==> src/rtl/alu_mdu.sv <==
// Execute-stage unit: single-cycle ALU ops with registered result, plus an
// iterative shift-add multiplier / restoring divider that owns HI/LO.
module alu_mdu #(
    parameter int WIDTH = 32,
    parameter int SHW   = $clog2(WIDTH)
) (
    input  logic             clk,
    input  logic             reset,
    input  logic             in_valid,
    output logic             in_ready,
    input  logic [4:0]       op,
    input  logic [WIDTH-1:0] a,
    input  logic [WIDTH-1:0] b,
    input  logic [SHW-1:0]   shamt,
    output logic             out_valid,
    input  logic             out_ready,
    output logic [WIDTH-1:0] y,
    output logic             zero,
    output logic             busy,
    output logic [WIDTH-1:0] hi,
    output logic [WIDTH-1:0] lo
);

    typedef enum logic [1:0] {
        ST_IDLE = 2'd0,
        ST_BUSY = 2'd1,
        ST_DONE = 2'd2
    } state_t;

    localparam logic [WIDTH-1:0] ZERO_W   = {WIDTH{1'b0}};
    localparam logic [WIDTH-1:0] ONE_W    = {{(WIDTH-1){1'b0}}, 1'b1};
    localparam logic [WIDTH-1:0] ONES_W   = {WIDTH{1'b1}};
    localparam logic [SHW-1:0]   CNT_LAST = SHW'(WIDTH - 1);
    localparam logic [SHW-1:0]   CNT_ONE  = {{(SHW-1){1'b0}}, 1'b1};

    state_t             state_r, state_s;
    logic [SHW-1:0]     cnt_r;
    logic [2*WIDTH-1:0] work_r;
    logic [WIDTH-1:0]   mag_b_r, a_r, y_r, hi_r, lo_r;
    logic               mdiv_r, neg_q_r, neg_r_r, dz_r, zero_r;

    logic               accept_s, is_multi_s, signed_op_s, last_s;
    logic [WIDTH-1:0]   mag_a_s, mag_b_s, alu_s, fin_hi_s, fin_lo_s;
    logic [WIDTH:0]     mul_sum_s, div_shift_s, div_diff_s;
    logic [2*WIDTH-1:0] mul_next_s, div_next_s, next_work_s;

    assign in_ready    = (state_r == ST_IDLE) || ((state_r == ST_DONE) && out_ready);
    assign out_valid   = (state_r == ST_DONE);
    assign busy        = (state_r == ST_BUSY);
    assign y           = y_r;
    assign zero        = zero_r;
    assign hi          = hi_r;
    assign lo          = lo_r;

    assign accept_s    = in_valid && in_ready;
    assign is_multi_s  = (op[4:2] == 3'b011);
    assign signed_op_s = ~op[0];
    assign last_s      = (cnt_r == CNT_LAST);
    assign mag_a_s     = (signed_op_s && a[WIDTH-1]) ? -a : a;
    assign mag_b_s     = (signed_op_s && b[WIDTH-1]) ? -b : b;

    // Multiply step: add multiplicand into the upper half when LSB set, then shift right.
    assign mul_sum_s   = {1'b0, work_r[2*WIDTH-1:WIDTH]}
                       + {1'b0, (work_r[0] ? mag_b_r : ZERO_W)};
    assign mul_next_s  = {mul_sum_s, work_r[WIDTH-1:1]};

    // Restoring divide step: upper half is the partial remainder, lower half shifts
    // dividend bits out and quotient bits in.
    assign div_shift_s = {work_r[2*WIDTH-1:WIDTH], work_r[WIDTH-1]};
    assign div_diff_s  = div_shift_s - {1'b0, mag_b_r};
    assign div_next_s  = div_diff_s[WIDTH]
                       ? {div_shift_s[WIDTH-1:0], work_r[WIDTH-2:0], 1'b0}
                       : {div_diff_s[WIDTH-1:0],  work_r[WIDTH-2:0], 1'b1};
    assign next_work_s = mdiv_r ? div_next_s : mul_next_s;

    // Single-cycle result selection.
    always_comb begin
        alu_s = ZERO_W;
        case (op)
            5'b00000: alu_s = a & b;
            5'b00001: alu_s = a | b;
            5'b00010: alu_s = a + b;
            5'b00011: alu_s = b << shamt;
            5'b00100: alu_s = a + ~b;
            5'b00101: alu_s = a | ~b;
            5'b00110: alu_s = a - b;
            5'b00111: alu_s = ($signed(a) < $signed(b)) ? ONE_W : ZERO_W;
            5'b01000: alu_s = b << (WIDTH / 2);
            5'b01001: alu_s = a ^ b;
            5'b01010: alu_s = ($signed(a) <= $signed(ZERO_W)) ? ZERO_W : ONE_W;
            5'b01011: alu_s = a >> b[SHW-1:0];
            5'b10000: alu_s = hi_r;
            5'b10001: alu_s = lo_r;
            5'b10010: alu_s = a;
            5'b10011: alu_s = a;
            default:  alu_s = ZERO_W;
        endcase
    end

    // Sign fix-up of the final iteration; divide by zero bypasses the datapath.
    always_comb begin
        fin_hi_s = next_work_s[2*WIDTH-1:WIDTH];
        fin_lo_s = next_work_s[WIDTH-1:0];
        if (mdiv_r) begin
            if (dz_r) begin
                fin_hi_s = a_r;
                fin_lo_s = ONES_W;
            end else begin
                if (neg_q_r) begin
                    fin_lo_s = -next_work_s[WIDTH-1:0];
                end else begin
                    fin_lo_s = next_work_s[WIDTH-1:0];
                end
                if (neg_r_r) begin
                    fin_hi_s = -next_work_s[2*WIDTH-1:WIDTH];
                end else begin
                    fin_hi_s = next_work_s[2*WIDTH-1:WIDTH];
                end
            end
        end else begin
            if (neg_q_r) begin
                {fin_hi_s, fin_lo_s} = -next_work_s;
            end else begin
                {fin_hi_s, fin_lo_s} = next_work_s;
            end
        end
    end

    // Next-state logic.
    always_comb begin
        state_s = state_r;
        case (state_r)
            ST_IDLE: begin
                if (accept_s) begin
                    state_s = is_multi_s ? ST_BUSY : ST_DONE;
                end else begin
                    state_s = ST_IDLE;
                end
            end
            ST_BUSY: begin
                if (last_s) begin
                    state_s = ST_DONE;
                end else begin
                    state_s = ST_BUSY;
                end
            end
            ST_DONE: begin
                if (!out_ready) begin
                    state_s = ST_DONE;
                end else if (accept_s) begin
                    state_s = is_multi_s ? ST_BUSY : ST_DONE;
                end else begin
                    state_s = ST_IDLE;
                end
            end
            default: state_s = ST_IDLE;
        endcase
    end

    // State register.
    always_ff @(posedge clk) begin
        if (reset) begin
            state_r <= ST_IDLE;
        end else begin
            state_r <= state_s;
        end
    end

    // Datapath registers: result, HI/LO, and multiply/divide working state.
    always_ff @(posedge clk) begin
        if (reset) begin
            cnt_r   <= {SHW{1'b0}};
            work_r  <= {(2*WIDTH){1'b0}};
            mag_b_r <= ZERO_W;
            a_r     <= ZERO_W;
            mdiv_r  <= 1'b0;
            neg_q_r <= 1'b0;
            neg_r_r <= 1'b0;
            dz_r    <= 1'b0;
            y_r     <= ZERO_W;
            zero_r  <= 1'b1;
            hi_r    <= ZERO_W;
            lo_r    <= ZERO_W;
        end else if (state_r == ST_BUSY) begin
            work_r <= next_work_s;
            if (last_s) begin
                cnt_r  <= {SHW{1'b0}};
                hi_r   <= fin_hi_s;
                lo_r   <= fin_lo_s;
                y_r    <= fin_lo_s;
                zero_r <= (fin_lo_s == ZERO_W);
            end else begin
                cnt_r <= cnt_r + CNT_ONE;
            end
        end else if (accept_s) begin
            if (is_multi_s) begin
                // Both algorithms start from {0, |a|} with |b| as the second operand.
                cnt_r   <= {SHW{1'b0}};
                work_r  <= {ZERO_W, mag_a_s};
                mag_b_r <= mag_b_s;
                a_r     <= a;
                mdiv_r  <= op[1];
                neg_q_r <= signed_op_s && (a[WIDTH-1] ^ b[WIDTH-1]);
                neg_r_r <= signed_op_s && a[WIDTH-1];
                dz_r    <= (b == ZERO_W);
            end else begin
                y_r    <= alu_s;
                zero_r <= (alu_s == ZERO_W);
                if (op == 5'b10010) begin
                    hi_r <= a;
                end
                if (op == 5'b10011) begin
                    lo_r <= a;
                end
            end
        end
    end

endmodule
==> config.mk <==
export PLATFORM = sky130hd
export DESIGN_NAME = alu_mdu
export DESIGN_NICKNAME = d
export VERILOG_FILES = /design/src/rtl/alu_mdu.sv
export SDC_FILE = /design/constraint.sdc
export NUM_CORES = 2
export LEC_CHECK = 0
export CORE_MARGIN = 1
export CORE_UTILIZATION = 45
export CTS_BUF_LIST = sky130_fd_sc_hd__clkbuf_16
export CTS_CLUSTER_SIZE = 12
export DETAILED_ROUTE_END_ITERATION = 12
export HOLD_SLACK_MARGIN = 0.05
export PLACE_DENSITY = 0.63
export SETUP_SLACK_MARGIN = 0.3
export SLEW_MARGIN = 20
export SYNTH_ARGS = -nofsm -noshare
export SYNTH_HDL_FRONTEND = slang
export SYNTH_SLANG_ARGS = --single-unit
==> constraint.sdc <==
create_clock -name clk -period 5.5 [get_ports clk]
set_input_delay 0.55 -clock clk [delete_from_list [all_inputs] [get_ports clk]]
set_output_delay 0.55 -clock clk [all_outputs]
set_load 0.005 [all_outputs]
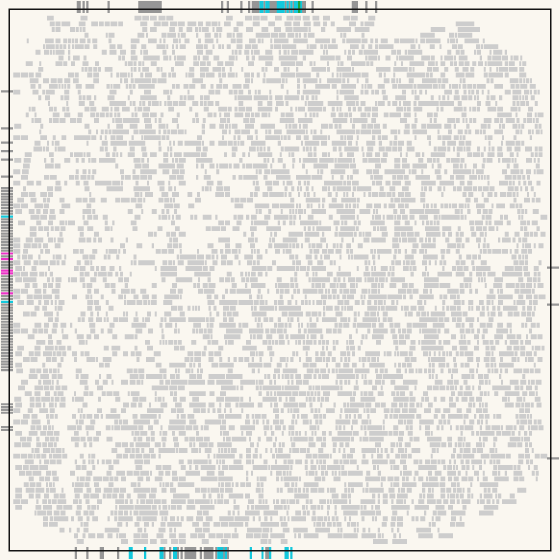
io_placement.png
Pins as bars across the die edge, other pins in gray.
op -> magenta  # pins 5, direction input, edge left
y -> cyan  # pins 32, direction output, edge 17 bottom, 13 top, 2 left
out_valid -> green  # pins 1, direction output, edge top
all pins by edge = 77 left, 55 top, 43 bottom, 3 right

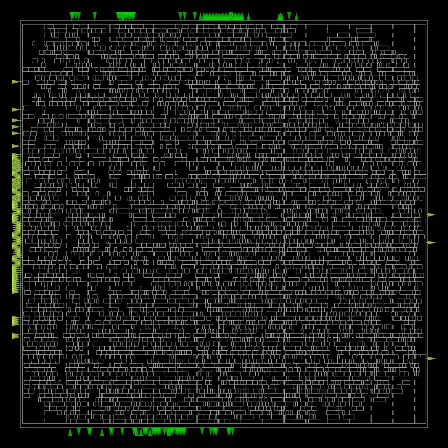
placement.png
well-tap cell count: 855
number of standard-cell rows in the floorplan: 93
filler cell count: 6427
area of the core region: 64700 um2

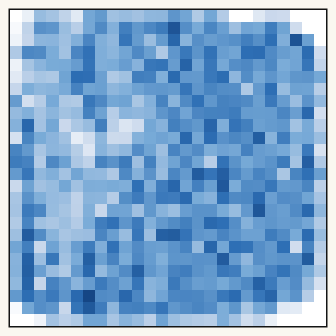
cell_density.png
The die is cut into 26 by 26 equal tiles; white is low, dark blue is high, 0 to 100% covered.
tiles over 75% full = 7.0%
fullest tile = 91%
mean over tiles = 52%

==> summary.txt <==
Purpose: to document the outcome of synthesis and place and route.

Synthesis
By area the synthesized netlist is led by sky130_fd_sc_hd__dfxtp_1 (16%), sky130_fd_sc_hd__ha_1 (7.3%), sky130_fd_sc_hd__a21oi_1 (6.5%). Per the synthesis report, the AND-OR/OR-AND share of the synthesized area is between 30 and 40%. For reference, XOR and XNOR gates occupy 7.71% of the area reported after synthesis. The post-synthesis area per instance is slightly above 7 um2. The cell taking the most area after synthesis is sky130_fd_sc_hd__dfxtp_1. Post-synthesis, Yosys gives the total cell area as 29500 um2. For this run the top cell type by instance count after synthesis was sky130_fd_sc_hd__nand2_1. The mapped netlist covers a little under 30000 um2. The share of cell area taken by muxes after synthesis is ~8.9%. The number of warnings issued by yosys is 0. In this run, synthesis inferred 0 flip-flops with an integrated enable.

Yosys shows that the main logic family after synthesis is AND-OR/OR-AND gates. Ranked by instance count, the synthesized netlist is headed by sky130_fd_sc_hd__nand2_1 (451), sky130_fd_sc_hd__nor2_1 (415), sky130_fd_sc_hd__a21oi_1 (386), sky130_fd_sc_hd__clkbuf_1 (289), sky130_fd_sc_hd__o21ai_0 (250). The fraction of synthesis flops using an asynchronous set or reset pin is 0%. The total nets after synthesis is 4396.

Worst setup path
The critical path is of the primary input to flop type. At the worst endpoint, the required time is 6.02 ns. STA classifies the critical path endpoint as a flop. The timing report shows the most common cell along the critical path to be sky130_fd_sc_hd__a21oi_1.

For reference, the critical path cell chain is clkdlybuf4s50_1, nor3b_4, nand2_4, xnor2_1, ha_1, a21o_1, a21oi_1, or4_1, a2111o_1, a21oi_1, buf_4, mux2_2, o21ai_0, a2111oi_0, nand4_1, or4_1, nor4_1, a21oi_1, nor2_1. STA classifies the critical path startpoint as a primary input. The critical path's slowest cell is sky130_fd_sc_hd__or4_1.

Together, buffers and inverters on the worst path number 2. At the worst endpoint, the arrival time is 5.73 ns.

Route
The top layer used by detailed routing is met5. The detailed-route wire length on metal 1 is about 60 mm. The detailed router finished its first iteration with approximately 5000 violations. The post-detailed-route via-to-cell ratio is a little under 7.

The DRC violation total left in the routed layout is recorded as 0. Detailed routing placed a total of 19.0 mm of wire on met3. Summed over all layers, the routed wires come to 159 mm.

Power
Switching power as a fraction of the total was reported as ~40%. The internal portion of the total power is a little under 4 mW. The heaviest power group is combinational logic. Dividing total power by cell area gives a power density of roughly 180 nW/um2. The clock network power is 1.94 mW. The clock network fraction of design power is a little under a third. The largest voltage drop on the vdd net is 0.277 mV.

The power of the sequential group is about 1.8 mW. Per the OpenROAD power report, switching power amounts to around 2.6 mW. The portion of total power attributed to combinational logic is around 42%. Power comes to 6.48 mW. The power drawn by the combinational cells is roughly 2.7 mW.

Layout
The final layout contains a sequential cell count of 236. The final-stage net count is around 4700. The layout overhead on the synthesized area is 20.3%. In the final layout, the multi-input gates occupy approximately 23000 um2. The cell area after layout is about 36000 um2. Per the layout report, the design carries ~120 non-clock inverters. The multi-input combinational cell count is 3430. The cell type taking the most area is multi-input combinational cells.

Buffers outside the clock tree occupy around 14% of the routed design's cell area. The fraction of cell area in multi-input combinational cells is reported as between 60 and 70%. Leaving out the clock tree, the finished layout contains a buffer count of 589. The flip-flop and latch area is 4730 um2.

The fraction of final cell area spent on clock buffers and inverters in this run is under 10%.

Final timing
The final timing report lists a max-slew violation count of 0. For the final routed database, the setup TNS stands at 0 ns. The achievable clock frequency is around 190 MHz. The final hold violation count is 0. After layout, the setup clock skew is reported as 0.0565 ns. Once routing completed, OpenROAD measured the worst setup slack at 0.282 ns.

The minimum period implied by the final worst setup slack is around 5.2 ns. Setup repair after global routing could not meet its margin everywhere. The transition time recorded at the tightest slew-check pin is approximately 1.1 ns.

Place
The count of port buffers added during placement is between 150 and 200. At the end of routability-driven placement, the weighted congestion stood at 1.14. Per the detailed placement report, the placed cell area equals between 30000 and 40000 um2.

CTS
The number of hold buffers added after cts is 0. The clock tree from TritonCTS is built. The clock edge transition at the registers on the reported setup and hold paths is 0.06 ns. The report lists the number of cells resized after CTS as 11. The longest clock path from root to sink contains 3 buffers. Clock tree synthesis found a total of between 200 and 250 sinks. Buffers added to address setup during post-CTS repair amount to 4. As reported, the later end of the worst-skew pair has a clock insertion delay of a little over 0.6 ns. The number of clock buffers inserted by TritonCTS is 29.

Floorplanning
Before placement the cells fill 45.7% of the core. The die footprint is approximately 67000 um2. In this run the vertical extent of the chip is between 200 and 300 um. The die extent in x is approximately 260 um.

GRT
The initial antenna violation count came to 7. The first global-routing pass estimated ~230 mm of wire. The global routing usage on met2 is between 70% and 80%. Entering global routing, the biggest net connects between 100 and 150 pins.

Total global-route track usage over all layers is between 40 and 50%.

Job
The number of maximum-capacitance violations recorded for the run is 0. Warnings raised by the tools during the run amount to 73.

Status
The run finished with clean final reports.
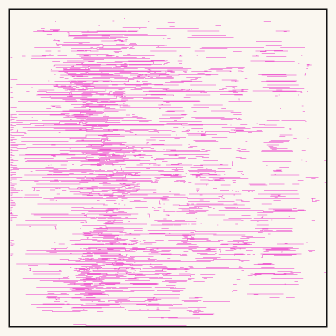
layer_met3.png
wire length on this layer = 19000 um
share of all routed wire = 12%
nets with wire on the layer = 776

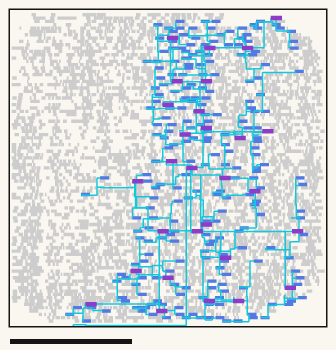
clk_routes.png
Bar = 100 um.
clock drivers -> purple  # count 29
clock wires -> cyan  # length 3910 um
flip-flops -> blue  # count 236
routed clock nets = 30

state kept, by name, summed over array words and instances, names as in the netlist:
| signal | flops |
|---|---|
| state_r | 2 |
| dz_r | 1 |
| a_r | 32 |
| cnt_r | 5 |
| lo | 32 |
| hi | 32 |
| mag_b_r | 32 |
| neg_r_r | 1 |
| zero | 1 |
| work_r | 64 |
| neg_q_r | 1 |
| mdiv_r | 1 |
| y | 32 |
worst paths after layout:
kind,from,endpoint,depth (start not counted)
max,op[3],zero,19
max reg2reg,mag_b_r[9],hi[24],23
min,a_r[20],a_r[20],2
min reg2reg,a_r[20],a_r[20],2
through the flow:
step | cells | utilization (%)
finish | 5284 | 54.9
global route | 5280 | 54.9
CTS | 5268 | 54.3
detailed placement | 5212 | 52.8
global placement | 5212 | 52.8
floorplan | 4142 | -
Power and IR drop assume default switching activity.
